### config.mk
export PLATFORM = sky130hd
export DESIGN_NAME = fdc_disk_responder_flat
export DESIGN_NICKNAME = d
export VERILOG_FILES = /design/src/rtl/fdc_disk_responder_if.sv /design/src/rtl/fdc_disk_responder.sv /design/src/flat_wrapper.sv
export SDC_FILE = /design/constraint.sdc
export NUM_CORES = 1
export LEC_CHECK = 0
export ABC_AREA = 1
export CELL_PAD_IN_SITES_DETAIL_PLACEMENT = 0
export CELL_PAD_IN_SITES_GLOBAL_PLACEMENT = 1
export CORE_AREA = 2 2 139 141
export CTS_CLUSTER_DIAMETER = 30
export DETAILED_ROUTE_END_ITERATION = 6
export DIE_AREA = 0 0 141 143
export PLACE_DENSITY_LB_ADDON = 0.1
export SYNTH_ARGS = -nofsm -noshare
export SYNTH_HDL_FRONTEND = slang
export SYNTH_SLANG_ARGS = --single-unit
### constraint.sdc
create_clock -name clk -period 3.35 [get_ports clk]
set_input_delay 0.335 -clock clk [delete_from_list [all_inputs] [get_ports clk]]
set_output_delay 0.335 -clock clk [all_outputs]
set_load 0.01 [all_outputs]
### src/rtl/fdc_disk_responder_if.sv
// Signal bundle between the disk responder, the nec765 FDC core and the backing image store.
// The master side is the responder; the slave side is the FDC plus memory bridge.
interface fdc_disk_responder_if #(
  parameter int ADDR_W = 20
);
  logic [31:0]       disk_sr;
  logic [31:0]       disk_cr;
  logic [7:0]        disk_data_in;
  logic              disk_data_clkin;
  logic [7:0]        disk_data_out;
  logic              disk_data_clkout;
  logic [1:0]        img_present;
  logic [ADDR_W-1:0] mem_addr;
  logic              mem_rd;
  logic              mem_wr;
  logic [7:0]        mem_wdata;
  logic [7:0]        mem_rdata;
  logic              mem_ack;

  modport master (
    input  disk_sr, disk_data_out, img_present, mem_rdata, mem_ack,
    output disk_cr, disk_data_in, disk_data_clkin, disk_data_clkout,
           mem_addr, mem_rd, mem_wr, mem_wdata
  );

  modport slave (
    output disk_sr, disk_data_out, img_present, mem_rdata, mem_ack,
    input  disk_cr, disk_data_in, disk_data_clkin, disk_data_clkout,
           mem_addr, mem_rd, mem_wr, mem_wdata
  );
endinterface

### src/rtl/fdc_disk_responder.sv
// Disk-side responder for the nec765 FDC emulation: seek / sector read / sector write / next-ID.
// Define FDC_RESP_TIMEOUT_EN to add a mem_ack watchdog that aborts a stalled transfer with error.
module fdc_disk_responder #(
  parameter int                TRACKS      = 40,
  parameter int                SIDES       = 1,
  parameter int                SECTORS     = 9,
  parameter logic [7:0]        SECTOR_BASE = 8'hC1,
  parameter int                ADDR_W      = 20,
  parameter logic [ADDR_W-1:0] DRIVE1_BASE = 20'h40000,
  parameter int                TIMEOUT     = 4095
) (
  input logic                  clk,
  input logic                  rst_n,
  fdc_disk_responder_if.master bus
);

  localparam logic [3:0] IDLE     = 4'd0;
  localparam logic [3:0] CALC1    = 4'd1;
  localparam logic [3:0] CALC2    = 4'd2;
  localparam logic [3:0] RD_REQ   = 4'd3;
  localparam logic [3:0] RD_WAIT  = 4'd4;
  localparam logic [3:0] RD_PUSH  = 4'd5;
  localparam logic [3:0] WR_POP   = 4'd6;
  localparam logic [3:0] WR_REQ   = 4'd7;
  localparam logic [3:0] WR_WAIT  = 4'd8;
  localparam logic [3:0] DONE     = 4'd9;
`ifdef FDC_RESP_TIMEOUT_EN
  localparam logic [3:0] WR_DRAIN = 4'd10;
`endif

  localparam logic [7:0] LAST_ID = SECTOR_BASE + 8'(SECTORS - 1);

  logic [3:0]        state;
  logic [6:0]        cyl;
  logic              head;
  logic [7:0]        sector;
  logic              drive_sel;
  logic              op_seek;
  logic              op_read;
  logic              valid_q;
  logic [31:0]       lba_q;
  logic [9:0]        byte_cnt;
  logic [7:0]        id_cnt;
  logic [7:0]        cr_id;
  logic              nid_q;
  logic              nid_prev;
  logic              cr_present;
  logic              cr_done;
  logic              cr_err;
  logic [ADDR_W-1:0] mem_addr_q;
  logic              mem_rd_q;
  logic              mem_wr_q;
  logic [7:0]        mem_wdata_q;
  logic [7:0]        data_in_q;
  logic              clkin_q;
  logic              clkout_q;

  logic [31:0]       sr;
  logic              req_any;
  logic              sector_ok;
  logic              valid_calc;
  logic [31:0]       lba_calc;
  logic [ADDR_W-1:0] drive_base;
  logic [ADDR_W-1:0] addr_calc;
  logic              unused_sr;

  assign sr        = bus.disk_sr;
  assign req_any   = |{sr[25:24], sr[21:20], sr[18:17]};
  assign unused_sr = ^{sr[31:26], sr[23], sr[19], sr[16]};

  assign sector_ok  = (sector >= SECTOR_BASE) &&
                      ({1'b0, sector} < ({1'b0, SECTOR_BASE} + 9'(SECTORS)));
  assign valid_calc = bus.img_present[drive_sel] && (32'(cyl) < 32'(TRACKS)) &&
                      (32'(head) < 32'(SIDES)) && (op_seek || sector_ok);
  assign lba_calc   = (32'(cyl) * 32'(SIDES) + 32'(head)) * 32'(SECTORS) +
                      32'(sector) - 32'(SECTOR_BASE);
  assign drive_base = drive_sel ? DRIVE1_BASE : '0;
  assign addr_calc  = drive_base + ADDR_W'(lba_q << 9);

`ifdef FDC_RESP_TIMEOUT_EN
  logic [11:0] wd_cnt;
  logic        wd_expired;

  assign wd_expired = (wd_cnt == 12'(TIMEOUT));

  always_ff @(posedge clk) begin
    if (!rst_n || !(mem_rd_q || mem_wr_q))
      wd_cnt <= '0;
    else
      wd_cnt <= wd_cnt + 12'd1;
  end
`else
  logic unused_timeout;
  assign unused_timeout = ^32'(TIMEOUT);
`endif

  // Next-ID tracking runs independently of the transfer FSM so the FDC can step IDs at any time.
  always_ff @(posedge clk) begin
    if (!rst_n) begin
      nid_q      <= 1'b0;
      nid_prev   <= 1'b0;
      id_cnt     <= SECTOR_BASE;
      cr_id      <= 8'd0;
      cr_present <= 1'b0;
    end else begin
      nid_q      <= sr[22];
      nid_prev   <= nid_q;
      if (nid_q != nid_prev)
        id_cnt <= (id_cnt == LAST_ID) ? SECTOR_BASE : id_cnt + 8'd1;
      cr_id      <= id_cnt;
      cr_present <= bus.img_present[drive_sel];
    end
  end

  always_ff @(posedge clk) begin
    if (!rst_n) begin
      state       <= IDLE;
      drive_sel   <= 1'b0;
      cyl         <= 7'd0;
      head        <= 1'b0;
      sector      <= 8'd0;
      op_seek     <= 1'b0;
      op_read     <= 1'b0;
      valid_q     <= 1'b0;
      lba_q       <= 32'd0;
      byte_cnt    <= 10'd0;
      cr_done     <= 1'b0;
      cr_err      <= 1'b0;
      mem_addr_q  <= '0;
      mem_rd_q    <= 1'b0;
      mem_wr_q    <= 1'b0;
      mem_wdata_q <= 8'd0;
      data_in_q   <= 8'd0;
      clkin_q     <= 1'b0;
      clkout_q    <= 1'b0;
    end else begin
      clkin_q  <= 1'b0;
      clkout_q <= 1'b0;
      case (state)
        IDLE: begin
          if (req_any) begin
            cyl    <= sr[14:8];
            head   <= sr[15];
            sector <= sr[7:0];
            if (sr[24] || sr[25]) begin
              op_seek   <= 1'b1;
              op_read   <= 1'b0;
              drive_sel <= !sr[24];
            end else if (sr[17] || sr[18]) begin
              op_seek   <= 1'b0;
              op_read   <= 1'b1;
              drive_sel <= !sr[17];
            end else begin
              op_seek   <= 1'b0;
              op_read   <= 1'b0;
              drive_sel <= !sr[20];
            end
            state <= CALC1;
          end
        end
        CALC1: begin
          valid_q <= valid_calc;
          lba_q   <= lba_calc;
          state   <= CALC2;
        end
        CALC2: begin
          if (!valid_q || op_seek) begin
            cr_done <= 1'b1;
            cr_err  <= !valid_q;
            state   <= DONE;
          end else begin
            mem_addr_q <= addr_calc;
            byte_cnt   <= 10'd0;
            if (op_read) begin
              state <= RD_REQ;
            end else begin
              clkout_q <= 1'b1;
              state    <= WR_POP;
            end
          end
        end
        RD_REQ: begin
          mem_rd_q <= 1'b1;
          state    <= RD_WAIT;
        end
        RD_WAIT: begin
          if (bus.mem_ack) begin
            mem_rd_q  <= 1'b0;
            data_in_q <= bus.mem_rdata;
            clkin_q   <= 1'b1;
            state     <= RD_PUSH;
          end
`ifdef FDC_RESP_TIMEOUT_EN
          else if (wd_expired) begin
            mem_rd_q <= 1'b0;
            cr_done  <= 1'b1;
            cr_err   <= 1'b1;
            state    <= DONE;
          end
`endif
        end
        RD_PUSH: begin
          mem_addr_q <= mem_addr_q + 1'b1;
          byte_cnt   <= byte_cnt + 10'd1;
          if (byte_cnt == 10'd511) begin
            cr_done <= 1'b1;
            cr_err  <= 1'b0;
            state   <= DONE;
          end else begin
            state <= RD_REQ;
          end
        end
        // The FIFO head is sampled in the same cycle its pop strobe is high.
        WR_POP: begin
          mem_wdata_q <= bus.disk_data_out;
          state       <= WR_REQ;
        end
        WR_REQ: begin
          mem_wr_q <= 1'b1;
          state    <= WR_WAIT;
        end
        WR_WAIT: begin
          if (bus.mem_ack) begin
            mem_wr_q   <= 1'b0;
            mem_addr_q <= mem_addr_q + 1'b1;
            byte_cnt   <= byte_cnt + 10'd1;
            if (byte_cnt == 10'd511) begin
              cr_done <= 1'b1;
              cr_err  <= 1'b0;
              state   <= DONE;
            end else begin
              clkout_q <= 1'b1;
              state    <= WR_POP;
            end
          end
`ifdef FDC_RESP_TIMEOUT_EN
          else if (wd_expired) begin
            mem_wr_q <= 1'b0;
            if (byte_cnt == 10'd511) begin
              cr_done <= 1'b1;
              cr_err  <= 1'b1;
              state   <= DONE;
            end else begin
              byte_cnt <= byte_cnt + 10'd1;
              clkout_q <= 1'b1;
              state    <= WR_DRAIN;
            end
          end
`endif
        end
`ifdef FDC_RESP_TIMEOUT_EN
        // Empty the rest of the FDC output FIFO so the next command starts clean.
        WR_DRAIN: begin
          if (byte_cnt == 10'd511) begin
            cr_done <= 1'b1;
            cr_err  <= 1'b1;
            state   <= DONE;
          end else begin
            byte_cnt <= byte_cnt + 10'd1;
            clkout_q <= 1'b1;
          end
        end
`endif
        DONE: begin
          if (!req_any) begin
            cr_done <= 1'b0;
            cr_err  <= 1'b0;
            state   <= IDLE;
          end
        end
        default: state <= IDLE;
      endcase
    end
  end

  assign bus.disk_cr          = {cr_id, 18'd0, cr_present, cr_done, cr_err, 3'd0};
  assign bus.disk_data_in     = data_in_q;
  assign bus.disk_data_clkin  = clkin_q;
  assign bus.disk_data_clkout = clkout_q;
  assign bus.mem_addr         = mem_addr_q;
  assign bus.mem_rd           = mem_rd_q;
  assign bus.mem_wr           = mem_wr_q;
  assign bus.mem_wdata        = mem_wdata_q;

endmodule

### src/flat_wrapper.sv
// flat-port wrapper written by rule: the top's interface ports become plain ports
module fdc_disk_responder_flat 
#(
  parameter int                TRACKS      = 40,
  parameter int                SIDES       = 1,
  parameter int                SECTORS     = 9,
  parameter logic [7:0]        SECTOR_BASE = 8'hC1,
  parameter int                ADDR_W      = 20,
  parameter logic [ADDR_W-1:0] DRIVE1_BASE = 20'h40000,
  parameter int                TIMEOUT     = 4095
)
  (clk, rst_n, bus_disk_sr, bus_disk_data_out, bus_img_present, bus_mem_rdata, bus_mem_ack, bus_disk_cr, bus_disk_data_in, bus_disk_data_clkin, bus_disk_data_clkout, bus_mem_addr, bus_mem_rd, bus_mem_wr, bus_mem_wdata);
  fdc_disk_responder_if #(.ADDR_W(ADDR_W)) bus_i ();
  input logic clk;
  input logic rst_n;
  input wire logic [$bits(bus_i.disk_sr)-1:0] bus_disk_sr;
  input wire logic [$bits(bus_i.disk_data_out)-1:0] bus_disk_data_out;
  input wire logic [$bits(bus_i.img_present)-1:0] bus_img_present;
  input wire logic [$bits(bus_i.mem_rdata)-1:0] bus_mem_rdata;
  input wire logic [$bits(bus_i.mem_ack)-1:0] bus_mem_ack;
  output wire logic [$bits(bus_i.disk_cr)-1:0] bus_disk_cr;
  output wire logic [$bits(bus_i.disk_data_in)-1:0] bus_disk_data_in;
  output wire logic [$bits(bus_i.disk_data_clkin)-1:0] bus_disk_data_clkin;
  output wire logic [$bits(bus_i.disk_data_clkout)-1:0] bus_disk_data_clkout;
  output wire logic [$bits(bus_i.mem_addr)-1:0] bus_mem_addr;
  output wire logic [$bits(bus_i.mem_rd)-1:0] bus_mem_rd;
  output wire logic [$bits(bus_i.mem_wr)-1:0] bus_mem_wr;
  output wire logic [$bits(bus_i.mem_wdata)-1:0] bus_mem_wdata;
  assign bus_i.disk_sr = bus_disk_sr;
  assign bus_i.disk_data_out = bus_disk_data_out;
  assign bus_i.img_present = bus_img_present;
  assign bus_i.mem_rdata = bus_mem_rdata;
  assign bus_i.mem_ack = bus_mem_ack;
  assign bus_disk_cr = bus_i.disk_cr;
  assign bus_disk_data_in = bus_i.disk_data_in;
  assign bus_disk_data_clkin = bus_i.disk_data_clkin;
  assign bus_disk_data_clkout = bus_i.disk_data_clkout;
  assign bus_mem_addr = bus_i.mem_addr;
  assign bus_mem_rd = bus_i.mem_rd;
  assign bus_mem_wr = bus_i.mem_wr;
  assign bus_mem_wdata = bus_i.mem_wdata;
  fdc_disk_responder #(.TRACKS(TRACKS), .SIDES(SIDES), .SECTORS(SECTORS), .SECTOR_BASE(SECTOR_BASE), .ADDR_W(ADDR_W), .DRIVE1_BASE(DRIVE1_BASE), .TIMEOUT(TIMEOUT)) u_core (.clk(clk), .rst_n(rst_n), .bus(bus_i));
endmodule
==> images/layers.png <==
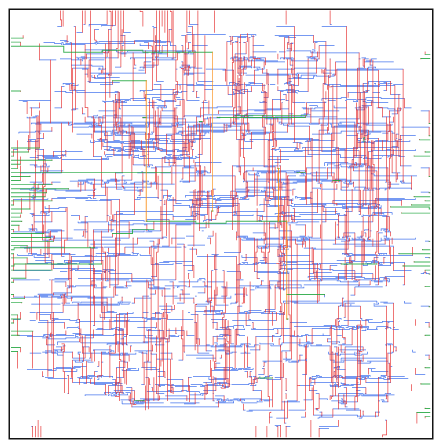
Key: M2 = red [wire length 6970 um]; M4 = orange [wire length 150 um]; M3 = green [wire length 691 um]; M1 = blue [wire length 7620 um]
DR vias: 5526
average wire per standard cell: 12.6 um
Routed WL: 15400 um
Overall Global Routing Usage: 0.158

==> images/closeup.png <==
Region (50, 23) to (90, 63) um. Cells in grey, sequential cells in the stronger grey; small squares are vias.
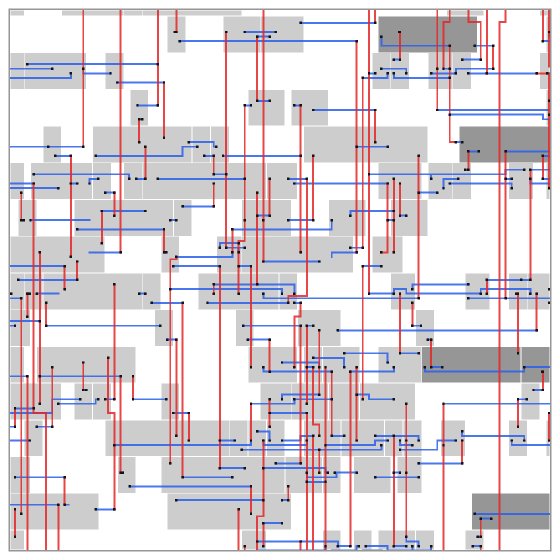
Key: M1 = blue; M2 = red
Netlist names of flops here include u_core.lba_q (4). 97 logic cells have their middle in the window. Sequential cells in the window: 4. Most frequent: inv_1 (28), buf_4 (9), nand2_1 (8).

==> images/clock_wires.png <==
Bar = 50 um.
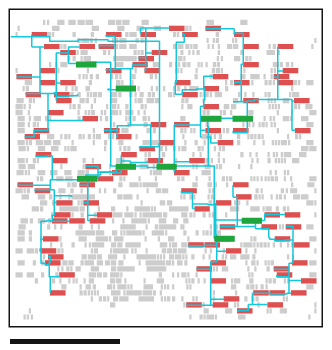
Key: clock-net drivers = green [count 9]; clock wires = cyan [length 1490 um]; flip-flops = red [count 106]
There are 10 routed clock nets.

==> images/placed.png <==
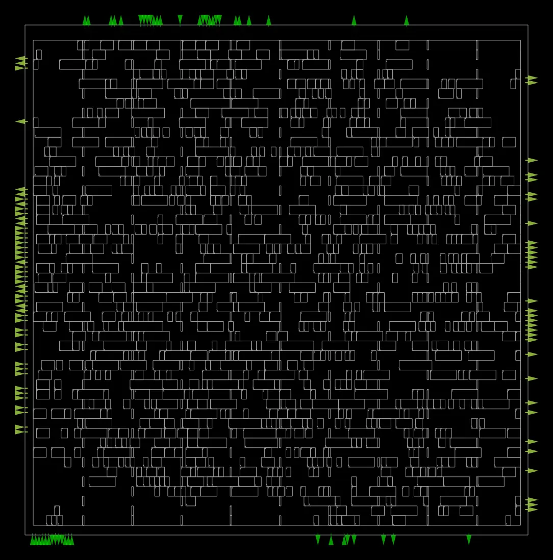
sequential cell area share: 0.269
standard-cell row count: 50
Tapcell Cnt: 234

==> images/m3.png <==
Bar = 50 um.
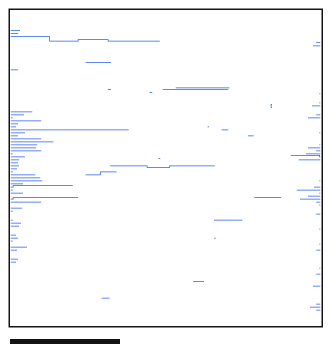
87 nets have wire on it. The wires run mostly horizontal. The layer holds 4.5% of the routed length. The longest straight run is 53.1 um. The layer carries 691 um of wire.
met3 Use GR: 0.0362

==> impl_metrics.env <==
# physical design summary
export IMPL_htree_levels=3
export IMPL_place_ws_ns=-0.196
export IMPL_tightest_slew_ns=0.637
export IMPL_chip_area_mm2=0.0202
export IMPL_drtIter0Drc=213
export IMPL_drive_above_1_share=0.123
export IMPL_finalSetupViolCount=0
export IMPL_fmaxAchievable_mhz=299
export IMPL_r2r_end="u_core.lba_q[9]$_SDFFE_PN0P_"
export IMPL_area_growth_pct=30.6
export IMPL_final_comb_area_mm2=0.00349
export IMPL_core_mm2=0.0186
export IMPL_layoutNonFillerInstCount=1225
export IMPL_fin_crit_ns=3.34
export IMPL_edf_count=0
export IMPL_finalCritPeriodShare=0.998
export IMPL_ant_nets=0
export IMPL_final_common_cell="nand2_1"
export IMPL_grt_max_degree=52
export IMPL_warnings=39
export IMPL_fin_hold_ws_ns=0.426
export IMPL_top_cells_by_area="dfxtp_1 35%, nand2_1 10%, nor2_1 9.0%, inv_1 6.5%, ha_1 5.4%"
export IMPL_final_hold_viol_count=0
export IMPL_die_y_um=143
export IMPL_synth_seq_cells=106
export IMPL_port_buffers=94
export IMPL_yosysWarnings=0
export IMPL_gp_congestion=0.807
export IMPL_min_path_cells=2
export IMPL_leakage_nw=3.33
export IMPL_worst_slack_ns=0.00755
export IMPL_cap_violations=0
export IMPL_numCtsBuffers=9
export IMPL_drtPass1Iterations=4
export IMPL_async_reset_ff_frac=0
export IMPL_dp_hpwl_um=11600
export IMPL_reg2reg_slack_ns=0.008
export IMPL_hold_path_class="reg2reg"
export IMPL_cp_slowest_cell="fa_1"
export IMPL_ir_drop_v=0.000656
export IMPL_rr_startpoint="u_core.head$_SDFFE_PN0P_"
export IMPL_synthCells=867
export IMPL_relSlewSlack=0.573
export IMPL_crit_top_cell="nand2_1"
export IMPL_insertion_delay_ns=0.35
export IMPL_crit_required_ns=3.60
export IMPL_top_level_ports=125
export IMPL_cp_arrival_ns=3.59
export IMPL_startpoint_type="register"
export IMPL_clock_root_buffer="clkbuf_16"
export IMPL_crit_fanout=4
export IMPL_max_stage_delay_ns=0.50
export IMPL_final_seq_area_mm2=0.00212
export IMPL_grt_pass1_vias=5367
export IMPL_numPlacedInstances=1201
export IMPL_drt_vias_per_instance=4.51
export IMPL_postCtsHoldBufs=0
export IMPL_ys_cells=867
export IMPL_cts_tree="yes"
export IMPL_cts_sinks=106
export IMPL_nets=1077
export IMPL_p_per_area_mw_per_mm2=1030
export IMPL_fin_tns_setup_ns=0
export IMPL_clkTransAtPathRegs_ns=0.08
export IMPL_yosysUniqueCellTypes=45
export IMPL_path_buffers=3
export IMPL_die_w_um=141
export IMPL_clk_path_buf_depth=2
export IMPL_num_fill_cells=1991
export IMPL_slew_viol_final=0
export IMPL_path_cells="ha_4, ha_4, nand2_4, nor2_4, xor2_2, ha_1, inv_1, fa_1, fa_1, inv_2, ha_4, a21oi_4, nand2_2, nand2_2, nor2_4, nand2_1, nand2_1, nand2_1, nand2_1, o21ai_1, inv_1"
export IMPL_overflow=0
export IMPL_top_area_frac=0.351
export IMPL_critPathTopFamily="adder cells"
export IMPL_status="complete, no violations"
export IMPL_yosysSeqAreaShare=0.351
export IMPL_diodes=0
export IMPL_syn_area_mm2=0.00604
export IMPL_syn_avg_cell_area_um2=6.96
export IMPL_drc=0
export IMPL_skew_ns=0.00969
export IMPL_ys_area_mm2=0.00604
export IMPL_rsz0062_at_grt="true"
-- repair_timing --
item                       in CTS  in global routing
setup buffers                   7                  1
pin swaps                      27                  8
setup endpoints to repair       6                  6
resized                        26                 10
-- state kept, by name, summed over array words and instances, names as in the netlist, 4 cells and up --
| name | count |
|---|---|
| u_core.state | 4 |
| u_core.bus.mem_wdata | 8 |
| u_core.byte_cnt | 10 |
| u_core.sector | 8 |
| u_core.cyl | 7 |
| u_core.lba_q | 11 |
| u_core.cr_id | 8 |
| u_core.bus.mem_addr | 20 |
| u_core.id_cnt | 8 |
| u_core.bus.disk_data_in | 8 |
-- layout make-up --
class                   instances  share of cell area
multi-input cells             625               0.442
flip-flops and latches        106               0.269
repair buffers                135               0.158
inverters                     109              0.0522
well taps                     234              0.0371
clock buffers                   9              0.0286
clock inverters                 7              0.0129
-- through the flow --
step           cell area [um2]   util
6_report                  7890  0.424
5_1_grt                   7890  0.424
4_1_cts                   7840  0.422
3_5_place_dp              7350  0.396
3_3_place_gp              7350  0.396
2_1_floorplan             6170      -
-- cell usage after synthesis (all sizes together), types with 10 or more instances --
cell / instances
nor3: 12
nand4: 10
dfxtp: 106
inv: 107
xor2: 11
clkbuf: 12
o21ai: 63
nand3: 55
nand2: 172
fa: 12
nor2: 149
ha: 26
a21oi: 62
buf: 35
-- worst max-delay path by stage --
stage / startpoint / to / slack (ns) / cells past startpoint
2_1_floorplan: u_core.cyl[0]$_SDFFE_PN0P_ / u_core.lba_q[9]$_SDFFE_PN0P_ / -0.01 / 21
3_3_place_gp: u_core.cyl[0]$_SDFFE_PN0P_ / u_core.lba_q[8]$_SDFFE_PN0P_ / -0.16 / 18
3_5_place_dp: u_core.cyl[0]$_SDFFE_PN0P_ / u_core.lba_q[9]$_SDFFE_PN0P_ / -0.20 / 20
4_1_cts: u_core.head$_SDFFE_PN0P_ / u_core.lba_q[9]$_SDFFE_PN0P_ / -0.001 / 21
5_1_grt: u_core.head$_SDFFE_PN0P_ / u_core.lba_q[9]$_SDFFE_PN0P_ / -0.20 / 20
6_report: u_core.head$_SDFFE_PN0P_ / u_core.lba_q[9]$_SDFFE_PN0P_ / 0.008 / 21
-- power breakdown --
| part | leakage [nW] | internal [mW] | total (mW) | switching [mW] |
|---|---|---|---|---|
| logic | 2.31 | 2.35 | 5.15 | 2.79 |
| clock network | 0.158 | 0.664 | 1.17 | 0.510 |
| registers | 0.866 | 1.53 | 1.79 | 0.260 |
| total | 3.33 | 4.54 | 8.11 | 3.56 |
-- cell families (layout without fill, tap and decap cells) --
family                   Yosys count  after routing  share of synthesized area
buffers and inverters            156            260                      0.117
AND-OR/OR-AND                    144            144                      0.132
XOR/XNOR                          14             14                     0.0203
multiplexers                       1              1                    0.00166
other                              1             21                   0.000621
flip-flops                       106            106                      0.351
AND/OR/NAND/NOR                  407            407                      0.283
adder cells (fa/ha/maj)           38             38                     0.0937
-- metal layers --
metal  vias to the layer above  track usage  part of all wire
met1                      2449        0.207              0.49
met5                         -            0                 0
met3                        10       0.0362             0.045
met2                       108        0.266              0.45
li1                       2959            -                 -
met4                         0       0.0379            0.0097
No activity file was given, so power comes from the tool's default toggle rates.
